File: src/rtl/ram_req_ctrl_pkg.sv
`default_nettype none
// ============================================================================
// Module      : ram_req_ctrl_pkg
// Description : Shared types and helpers for the RAM request front-end:
//               FSM state encoding, the registered request record and the
//               byte-merge used by read-modify-write.
//               Record fields are sized for the largest supported
//               configuration; the controller zero-extends into them and
//               slices back out, so one typedef serves every parameter set.
// Revision    : 1.0 - initial release
// ============================================================================
package ram_req_ctrl_pkg;

  localparam int c_MAX_ADDR_WIDTH = 64;
  localparam int c_MAX_WORD_WIDTH = 256;
  localparam int c_MAX_NB         = c_MAX_WORD_WIDTH / 8;

  typedef enum logic [1:0] {
    IDLE    = 2'd0,
    RD_WAIT = 2'd1,
    RMW_WR  = 2'd2
  } state_t;

  typedef struct packed {
    logic [c_MAX_ADDR_WIDTH-1:0] addr;
    logic                        we;
    logic [c_MAX_NB-1:0]         be;
    logic [c_MAX_WORD_WIDTH-1:0] wdata;
  } req_t;

  // Byte lanes with be set take new_w, the rest keep old_w.
  function automatic logic [c_MAX_WORD_WIDTH-1:0] merge(
    input logic [c_MAX_WORD_WIDTH-1:0] old_w,
    input logic [c_MAX_WORD_WIDTH-1:0] new_w,
    input logic [c_MAX_NB-1:0]         be
  );
    logic [c_MAX_WORD_WIDTH-1:0] res;
    res = old_w;
    for (int b = 0; b < c_MAX_NB; b++) begin
      if (be[b]) res[8*b +: 8] = new_w[8*b +: 8];
    end
    return res;
  endfunction

endpackage
`default_nettype wire

File: src/rtl/ram_req_ctrl.sv
`default_nettype none
// ============================================================================
// Module      : ram_req_ctrl
// Description : Request front-end for a single-port block RAM without byte
//               enables. Turns a valid/ready byte-addressed request with byte
//               strobes into RAM en/we/addr/din; partial writes become a
//               read-modify-write. One registered response per request.
// Config macro: RAM_CTRL_ADDR_CHECK_EN - out-of-window addresses get an error
//               response and no RAM access; otherwise addresses alias.
// Ports       : clk, rst_i (sync, active high)
//               req_valid_i/req_ready_o, req_addr_i, req_we_i, req_be_i,
//               req_wdata_i                  - request channel
//               rsp_valid_o, rsp_rdata_o, rsp_err_o - response (no backpressure)
//               ram_addr_o, ram_en_o, ram_we_o, ram_din_o, ram_dout_i - RAM port
// Revision    : 1.0 - initial release
// ============================================================================
module ram_req_ctrl
  import ram_req_ctrl_pkg::*;
#(
  parameter int                    DEPTH      = 1024,
  parameter int                    WORD_WIDTH = 32,
  parameter int                    ADDR_WIDTH = 32,
  parameter logic [ADDR_WIDTH-1:0] BASE_ADDR  = '0
) (
  input  logic                     clk,
  input  logic                     rst_i,
  input  logic                     req_valid_i,
  output logic                     req_ready_o,
  input  logic [ADDR_WIDTH-1:0]    req_addr_i,
  input  logic                     req_we_i,
  input  logic [WORD_WIDTH/8-1:0]  req_be_i,
  input  logic [WORD_WIDTH-1:0]    req_wdata_i,
  output logic                     rsp_valid_o,
  output logic [WORD_WIDTH-1:0]    rsp_rdata_o,
  output logic                     rsp_err_o,
  output logic [$clog2(DEPTH)-1:0] ram_addr_o,
  output logic                     ram_en_o,
  output logic                     ram_we_o,
  output logic [WORD_WIDTH-1:0]    ram_din_o,
  input  logic [WORD_WIDTH-1:0]    ram_dout_i
);

  localparam int c_NB   = WORD_WIDTH / 8;
  localparam int c_OFFS = $clog2(c_NB);
  localparam int c_AW   = $clog2(DEPTH);

  state_t                  r_state;
  state_t                  w_state_nxt;
  req_t                    r_req;
  req_t                    w_req_in;
  logic                    r_rsp_valid;
  logic [WORD_WIDTH-1:0]   r_rsp_rdata;
  logic                    r_rsp_err;

  logic                    w_ready;
  logic                    w_accept;
  logic                    w_addr_err;
  logic [ADDR_WIDTH-1:0]   w_rel;
  logic [ADDR_WIDTH-1:0]   w_reg_rel;
  logic [c_AW-1:0]         w_word_idx;
  logic [c_AW-1:0]         w_reg_word;
  logic [c_MAX_WORD_WIDTH-1:0] w_merge_full;

  logic                    w_ram_en;
  logic                    w_ram_we;
  logic [c_AW-1:0]         w_ram_addr;
  logic [WORD_WIDTH-1:0]   w_ram_din;
  logic                    w_rsp_set;
  logic [WORD_WIDTH-1:0]   w_rsp_rdata_nxt;
  logic                    w_rsp_err_nxt;
  logic                    w_unused_bits;

  // Offset from the window base; a request below BASE_ADDR wraps to a large
  // value and therefore falls outside the window as well.
  assign w_rel      = req_addr_i - BASE_ADDR;
  assign w_word_idx = w_rel[c_OFFS +: c_AW];
  assign w_reg_rel  = r_req.addr[ADDR_WIDTH-1:0] - BASE_ADDR;
  assign w_reg_word = w_reg_rel[c_OFFS +: c_AW];

`ifdef RAM_CTRL_ADDR_CHECK_EN
  // In window iff every offset bit above the word index is zero.
  assign w_addr_err = |(w_rel >> (c_OFFS + c_AW));
`else
  assign w_addr_err = 1'b0;
`endif

  assign w_ready  = (r_state == IDLE) && !rst_i;
  assign w_accept = req_valid_i && w_ready;

  assign w_merge_full = merge(c_MAX_WORD_WIDTH'(ram_dout_i), r_req.wdata, r_req.be);

  always_comb begin
    w_req_in       = '0;
    w_req_in.addr  = c_MAX_ADDR_WIDTH'(req_addr_i);
    w_req_in.we    = req_we_i;
    w_req_in.be    = c_MAX_NB'(req_be_i);
    w_req_in.wdata = c_MAX_WORD_WIDTH'(req_wdata_i);
  end

  always_comb begin
    w_state_nxt     = r_state;
    w_ram_en        = 1'b0;
    w_ram_we        = 1'b0;
    w_ram_addr      = w_reg_word;
    w_ram_din       = r_req.wdata[WORD_WIDTH-1:0];
    w_rsp_set       = 1'b0;
    w_rsp_rdata_nxt = '0;
    w_rsp_err_nxt   = 1'b0;

    case (r_state)
      IDLE: begin
        // The RAM is driven straight from the request so the access lands
        // in the acceptance cycle.
        w_ram_addr = w_word_idx;
        w_ram_din  = req_wdata_i;
        if (w_accept) begin
          if (w_addr_err) begin
            w_rsp_set     = 1'b1;
            w_rsp_err_nxt = 1'b1;
          end else if (!req_we_i) begin
            w_ram_en    = 1'b1;
            w_state_nxt = RD_WAIT;
          end else if (&req_be_i) begin
            w_ram_en  = 1'b1;
            w_ram_we  = 1'b1;
            w_rsp_set = 1'b1;
          end else if (!(|req_be_i)) begin
            w_rsp_set = 1'b1;
          end else begin
            // Partial write: fetch the old word first.
            w_ram_en    = 1'b1;
            w_state_nxt = RMW_WR;
          end
        end
      end
      RD_WAIT: begin
        w_rsp_set       = 1'b1;
        w_rsp_rdata_nxt = ram_dout_i;
        w_state_nxt     = IDLE;
      end
      RMW_WR: begin
        w_ram_en    = 1'b1;
        w_ram_we    = 1'b1;
        w_ram_din   = w_merge_full[WORD_WIDTH-1:0];
        w_rsp_set   = 1'b1;
        w_state_nxt = IDLE;
      end
      default: begin
        w_state_nxt = IDLE;
      end
    endcase
  end

  always_ff @(posedge clk) begin
    if (rst_i) begin
      r_state     <= IDLE;
      r_req       <= '0;
      r_rsp_valid <= 1'b0;
      r_rsp_rdata <= '0;
      r_rsp_err   <= 1'b0;
    end else begin
      r_state     <= w_state_nxt;
      if (w_accept) r_req <= w_req_in;
      r_rsp_valid <= w_rsp_set;
      r_rsp_rdata <= w_rsp_rdata_nxt;
      r_rsp_err   <= w_rsp_err_nxt;
    end
  end

  // Reset gates the RAM strobes so an in-flight RMW write is dropped.
  assign req_ready_o = w_ready;
  assign ram_en_o    = w_ram_en && !rst_i;
  assign ram_we_o    = w_ram_we && !rst_i;
  assign ram_addr_o  = w_ram_addr;
  assign ram_din_o   = w_ram_din;
  assign rsp_valid_o = r_rsp_valid;
  assign rsp_rdata_o = r_rsp_rdata;
  assign rsp_err_o   = r_rsp_err;

  // Record bits beyond this configuration's widths are constant zero.
  assign w_unused_bits = ^{r_req, w_rel, w_reg_rel, w_merge_full};

endmodule
`default_nettype wire

File: config.mk
export PLATFORM = sky130hd
export DESIGN_NAME = ram_req_ctrl
export DESIGN_NICKNAME = d
export VERILOG_FILES = /design/src/rtl/ram_req_ctrl_pkg.sv /design/src/rtl/ram_req_ctrl.sv
export SDC_FILE = /design/constraint.sdc
export NUM_CORES = 1
export LEC_CHECK = 0
export ABC_AREA = 0
export CAP_MARGIN = 20
export CELL_PAD_IN_SITES_DETAIL_PLACEMENT = 1
export CELL_PAD_IN_SITES_GLOBAL_PLACEMENT = 1
export CORE_UTILIZATION = 28
export DETAILED_ROUTE_END_ITERATION = 10
export PLACE_DENSITY_LB_ADDON = 0.1
export SLEW_MARGIN = 0
export SYNTH_ARGS = -nofsm -noshare
export SYNTH_HDL_FRONTEND = slang
export SYNTH_SLANG_ARGS = --single-unit
File: constraint.sdc
create_clock -name clk -period 2.3 [get_ports clk]
set_clock_uncertainty 0.05 [all_clocks]
set_input_delay 0.46 -clock clk [delete_from_list [all_inputs] [get_ports clk]]
set_output_delay 0.46 -clock clk [all_outputs]
set_load 0.01 [all_outputs]
Run 1, cell outlines without signal wires:
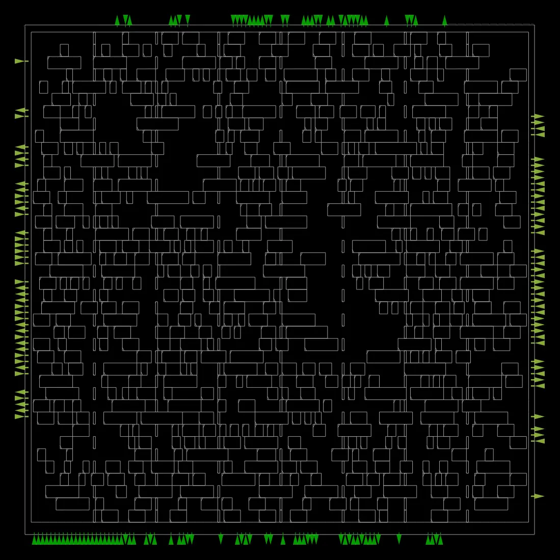
standard cell core area: 12000 µm²
number of sequential storage elements: 81
final standard cell count with taps included and fillers excluded: 714

Run 1, pin placement:
Pins as bars across the die edge, other pins in gray.
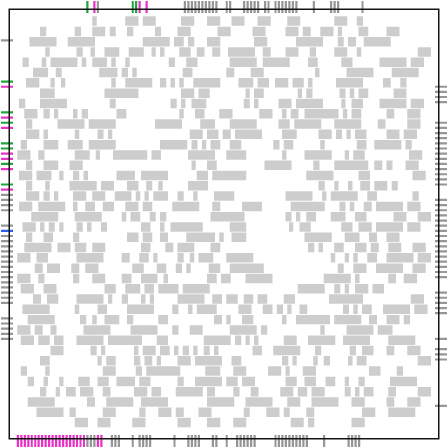
- ram_addr_o: green (pins 10; direction output; edge 7 west, 3 north)
- req_addr_i: magenta (pins 32; direction input; edge 22 south, 7 west, 3 north)
- ram_en_o: blue (pins 1; direction output; edge west)
- all pins by edge: 62 south, 43 east, 40 west, 38 north
Die Span Y: 113 µm
Die X: 113 µm
total of buffers placed on input and output ports: 159

==> notes.md, run 1 <==
On the backend side, the flow ran end to end.

Per the synthesis report, the number of distinct cell types is 27. The pin count of the biggest net entering global routing stands at 48. The initial antenna violation count came to 0. For this run, the share of the core covered by cells in the final layout is 46.1%. The clock edge transition at the registers on the reported setup and hold paths stands at 0.06 ns. The initial core utilization stands at between 20 and 30%. Tap insertion was completed with around 150 tapcells. The area fraction in mux cells stands at 3.26%.

Global routing consumed, over all layers together, between 10% and 20% of the routing resources. After clock tree synthesis, the flow added hold-fix buffers numbering 0. The cell area reported after detailed placement stands at 5230 µm². In this run, flip-flops and latches consume 39.7% of the power. The final setup violation count stands at 5.

The power consumed by sequential cells stands at 1.51 mW. The worst setup path is launched from a flip-flop. Per the summary, power density relative to cell area is 687 nW/µm².

The via count of the first global-routing pass stands at around 3600. Compared with the post-synthesis result, the final layout area differs by 60.4%. After detailed routing, the number of remaining DRC violations is 0. The number of cells traversed by the worst hold path stands at 2. The critical path arrival stands at between 1.5 and 2 ns. By area the synthesized netlist is led by sky130_fd_sc_hd__dfxtp_1 (47%), sky130_fd_sc_hd__nand2_1 (10%), sky130_fd_sc_hd__a22o_1 (8.1%). The final reports fail on setup timing. The final layout report lists a filler cell count of 1421. The largest total area in the synthesized netlist belongs to sky130_fd_sc_hd__dfxtp_1.

The total half-perimeter wirelength after legalization and detailed placement stands at 7.97 mm. OpenSTA lists the critical path endpoint as ram_din_o[10]. The post-detailed-route via-to-cell ratio stands at 4.79.

STA lists the startpoint of the worst hold path as r_req[294]$_SDFFE_PP0N_. The run finished, with violations left. Leaving out the clock tree, the finished layout contains an inverter count of 3. The number of standard cells reported by yosys stands at 391. The tally of yosys warning messages stands at 0. The setup path with the least slack is of type reg -> out. met1 track demand over resource after global routing is 21.8%.

On the critical path, the stage with the largest delay is an instance of sky130_fd_sc_hd__dfxtp_4. Setup slack on the critical path of the routed design comes to -0.0317 ns. The worst register-to-register path has a depth of 8. r_req holds more flip-flops than any other register. The sequential share of cell area stands at 29.3%.

Among the non-sequential cells, AND-OR/OR-AND gates take the most area.
Run 1, routed clock nets over the placement:
Scale bar: 20 µm.
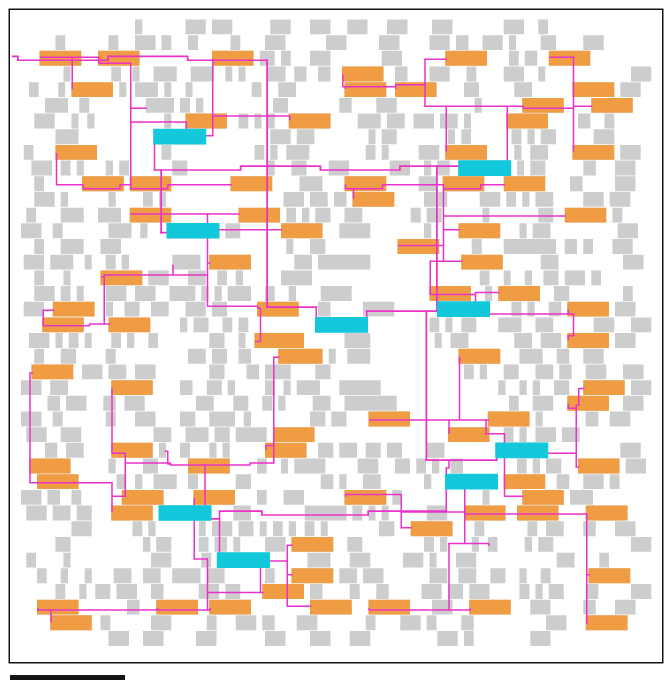
- flip-flops: orange (count 81)
- clock drivers: cyan (count 9)
- clock wires: magenta (length 1190 µm)
- routed clock nets: 10
reported clock group power: 1.35 mW
portion of total power attributed to the clock network: 35.5%
Worst-Skew Late Latency: 0.34 ns

## Run 2: what changed since run 1
--- a/config.mk
+++ b/config.mk
@@ -6,6 +6,7 @@
 export NUM_CORES = 1
 export LEC_CHECK = 0
 export ABC_AREA = 0
+export ABC_CLOCK_PERIOD_IN_PS = 2300
 export CAP_MARGIN = 20
 export CELL_PAD_IN_SITES_DETAIL_PLACEMENT = 1
 export CELL_PAD_IN_SITES_GLOBAL_PLACEMENT = 1
Run 2, cell outlines without signal wires:
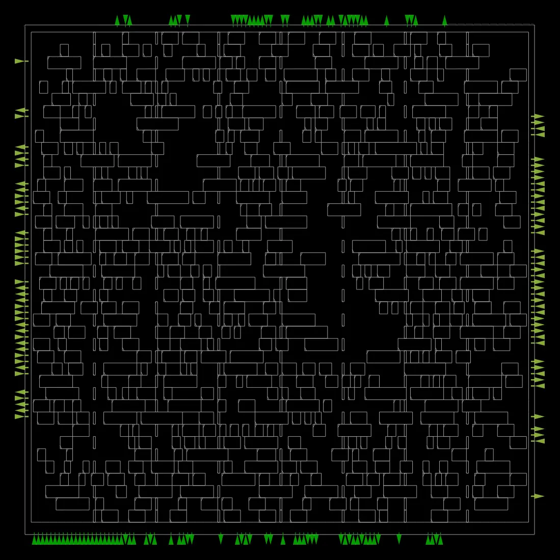
share of cell area taken by flip-flops and latches: 29.3%
FILL cells: 1421
number of tap cells added at floorplan: 147

Run 2, routed clock nets over the placement:
Scale bar: 20 µm.
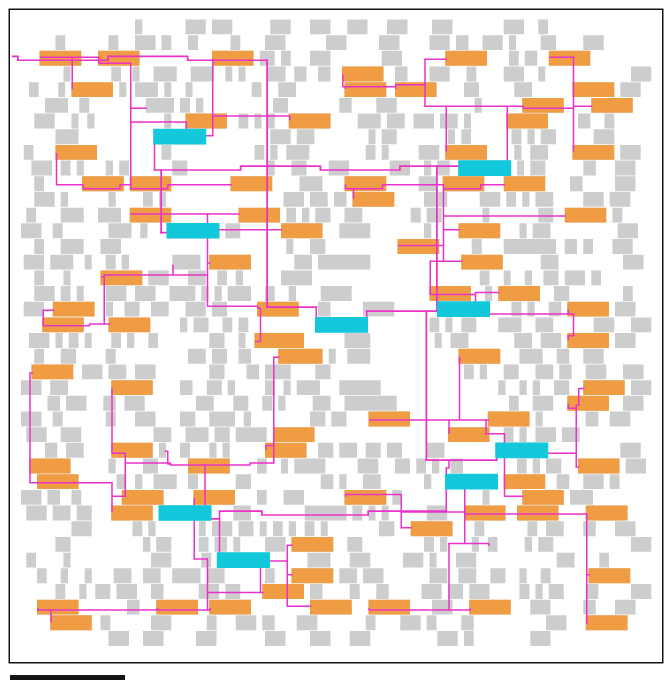
- clock wires: magenta (length 1190 µm)
- clock drivers: cyan (count 9)
- flip-flops: orange (count 81)
- routed clock nets: 10

==> run 2 against run 1 <==
The run still ends with setup timing left; first-iteration DRC count did not move; flip-flop count did not move; count of clock-buffer cells in the layout did not move; synthesized area did not move; cell count did not move; critical path type unchanged; largest cell class unchanged; largest power group unchanged.
==> notes.md, run 2 <==
On the backend side, the flow ran end to end.

The flow ran to the end, but the final reports show violations. The final reports fail on setup timing. The placed instances occupy a cell area of 5230 µm². Of the combinational cells, the family taking the most area is AND-OR/OR-AND gates. The tightest hold path in the finished design has a slack of 0.405 ns. In this run, the synthesized area fraction spent on xor and xnor cells is recorded as 0%. According to the timing report, the critical path is captured at ram_din_o[10]. The global-route track usage on met1 stands at 21.8%.

The pin closest to its max-slew limit shows a slew of 0.546 ns. The part of the power in the clock network stands at between 30% and 40%. The area recorded from the Yosys report for this design is 3460 µm². The number of standard cells reported by yosys stands at 391. The total core area stands at 12000 µm². Once layout is complete, the utilization of the core stands at 46.1%.

Registers are responsible for 39.7% of the overall power. Looking at area per cell type in the netlist, the leader is sky130_fd_sc_hd__dfxtp_1. The design has 81 sequential cells. The worst setup path is launched from a flip-flop. The layout has 3 inverters outside the clock class.

The total routing resource utilization after global routing stands at between 10% and 20%. The final worst-path setup slack stands at -0.0317 ns. Sequential cells consume a total of 1.51 mW. Counting distinct cell types in the post-synthesis netlist gives 27. In the final report, the number of endpoints failing setup comes to 5. The post-detailed-route via-to-cell ratio stands at 4.79. The count of unresolved DRC violations after routing stands at 0. For reference, the mux area share after synthesis is under 10%. The registers of the reported paths see a clock transition of 0.06 ns. The number of clock buffers in the layout stands at 13. The insertion delay to the later sink of the worst-skew pair stands at 0.34 ns. The width of the die stands at 113 µm.

The initial antenna violation count stands at 0. The placement report lists the number of port buffers as 159. The power per standard cell area stands at 687 nW/µm². The timing report shows that the slowest cell on the worst path is sky130_fd_sc_hd__dfxtp_4. The final net count stands at 670. For the clock group, total power comes out at 1.35 mW. The layout overhead on the synthesized area stands at 60.4%. More flip-flops sit in one register than any other, and that register is r_req. At the floorplan stage, the core utilization is reported as 28.8%. The main area contributors are sky130_fd_sc_hd__dfxtp_1 (47%), sky130_fd_sc_hd__nand2_1 (10%), sky130_fd_sc_hd__a22o_1 (8.1%).

The depth of the worst register-to-register path stands at 8. The number of cells traversed by the worst hold path stands at 2. By startpoint and endpoint, the worst setup path is classified as reg -> out.
Run 2, wiring by layer:
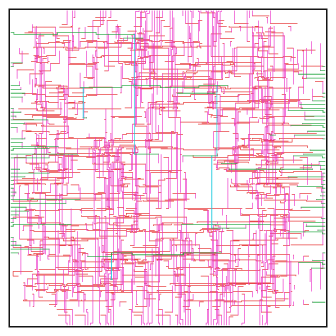

## Run 3: what changed since run 2
--- a/config.mk
+++ b/config.mk
@@ -12,6 +12,8 @@
 export CELL_PAD_IN_SITES_GLOBAL_PLACEMENT = 1
 export CORE_UTILIZATION = 28
 export DETAILED_ROUTE_END_ITERATION = 10
+export GPL_ROUTABILITY_DRIVEN = 1
+export MAX_ROUTING_LAYER = met4
 export PLACE_DENSITY_LB_ADDON = 0.1
 export SLEW_MARGIN = 0
 export SYNTH_ARGS = -nofsm -noshare
Run 3, wiring by layer:
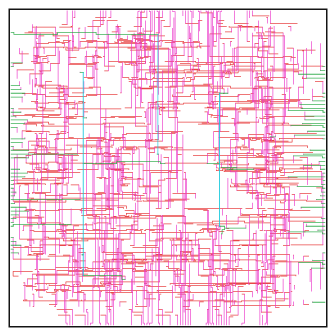
- metal 4: cyan (wire length 163 µm)
- metal 2: magenta (wire length 5750 µm)
- metal 3: green (wire length 559 µm)
- metal 1: red (wire length 5170 µm)
wire length per cell: 16.3 µm
aggregate global-route resource usage: 19.1%

Run 3, cell outlines without signal wires:
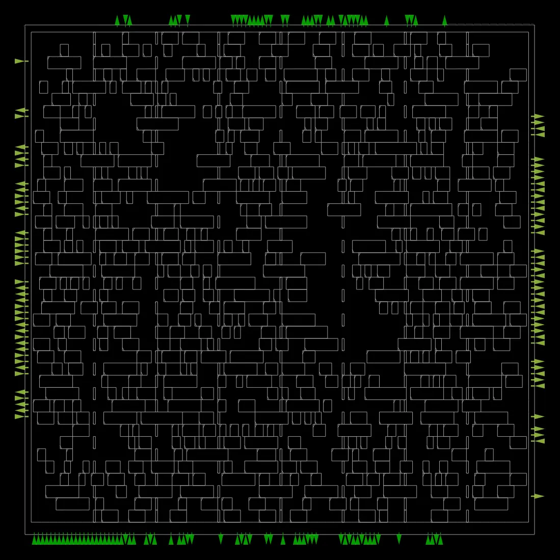
utilization of the core after routing: 46.3%
share of cell area taken by flip-flops and latches: 29.3%
standard-cell rows: 40

==> run 3 against run 2 <==
The flow still finishes with violations (setup timing); count of clock-buffer cells in the layout unchanged; via count decreased by 0.12%; hold slack about the same; largest power group unchanged; highest routed layer unchanged.
==> notes.md, run 3 <==
On the backend side, the flow ran end to end.

On the critical path, the stage with the largest delay is an instance of sky130_fd_sc_hd__dfxtp_4. The final setup violation count stands at 7. The transition time at the pin with the least slew margin stands at 0.545 ns. The flow inserted 147 tap cells. The die is 113 µm tall.

Per the summary, power density relative to cell area is ~700 nW/µm². The width of the die stands at 113 µm. The count of different cell masters after synthesis stands at 27. The power report attributes to the clock group a share of ~36%. The global-route track usage on met1 stands at 22.3%. The report gives the cell count of the worst hold path as 2. Entering global routing, the biggest net connects 48 pins. The total half-perimeter wirelength after legalization and detailed placement stands at 7.97 mm. Sequential cells burn 39.7% of the power. The final reports fail on setup timing.

TritonRoute reported its final design rule violation total as 0. The total of buffers placed on input and output ports stands at 159. Setup slack on the critical path of the routed design comes to -0.0357 ns. The sequential power reported by the tool is 1.51 mW. Sequential cells placed in the final layout were counted as 81. The synthesis run shows multiplexers occupying 3.26% of the cell area. The run finished, with violations left.
No activity file was given, so power comes from the tool's default toggle rates.
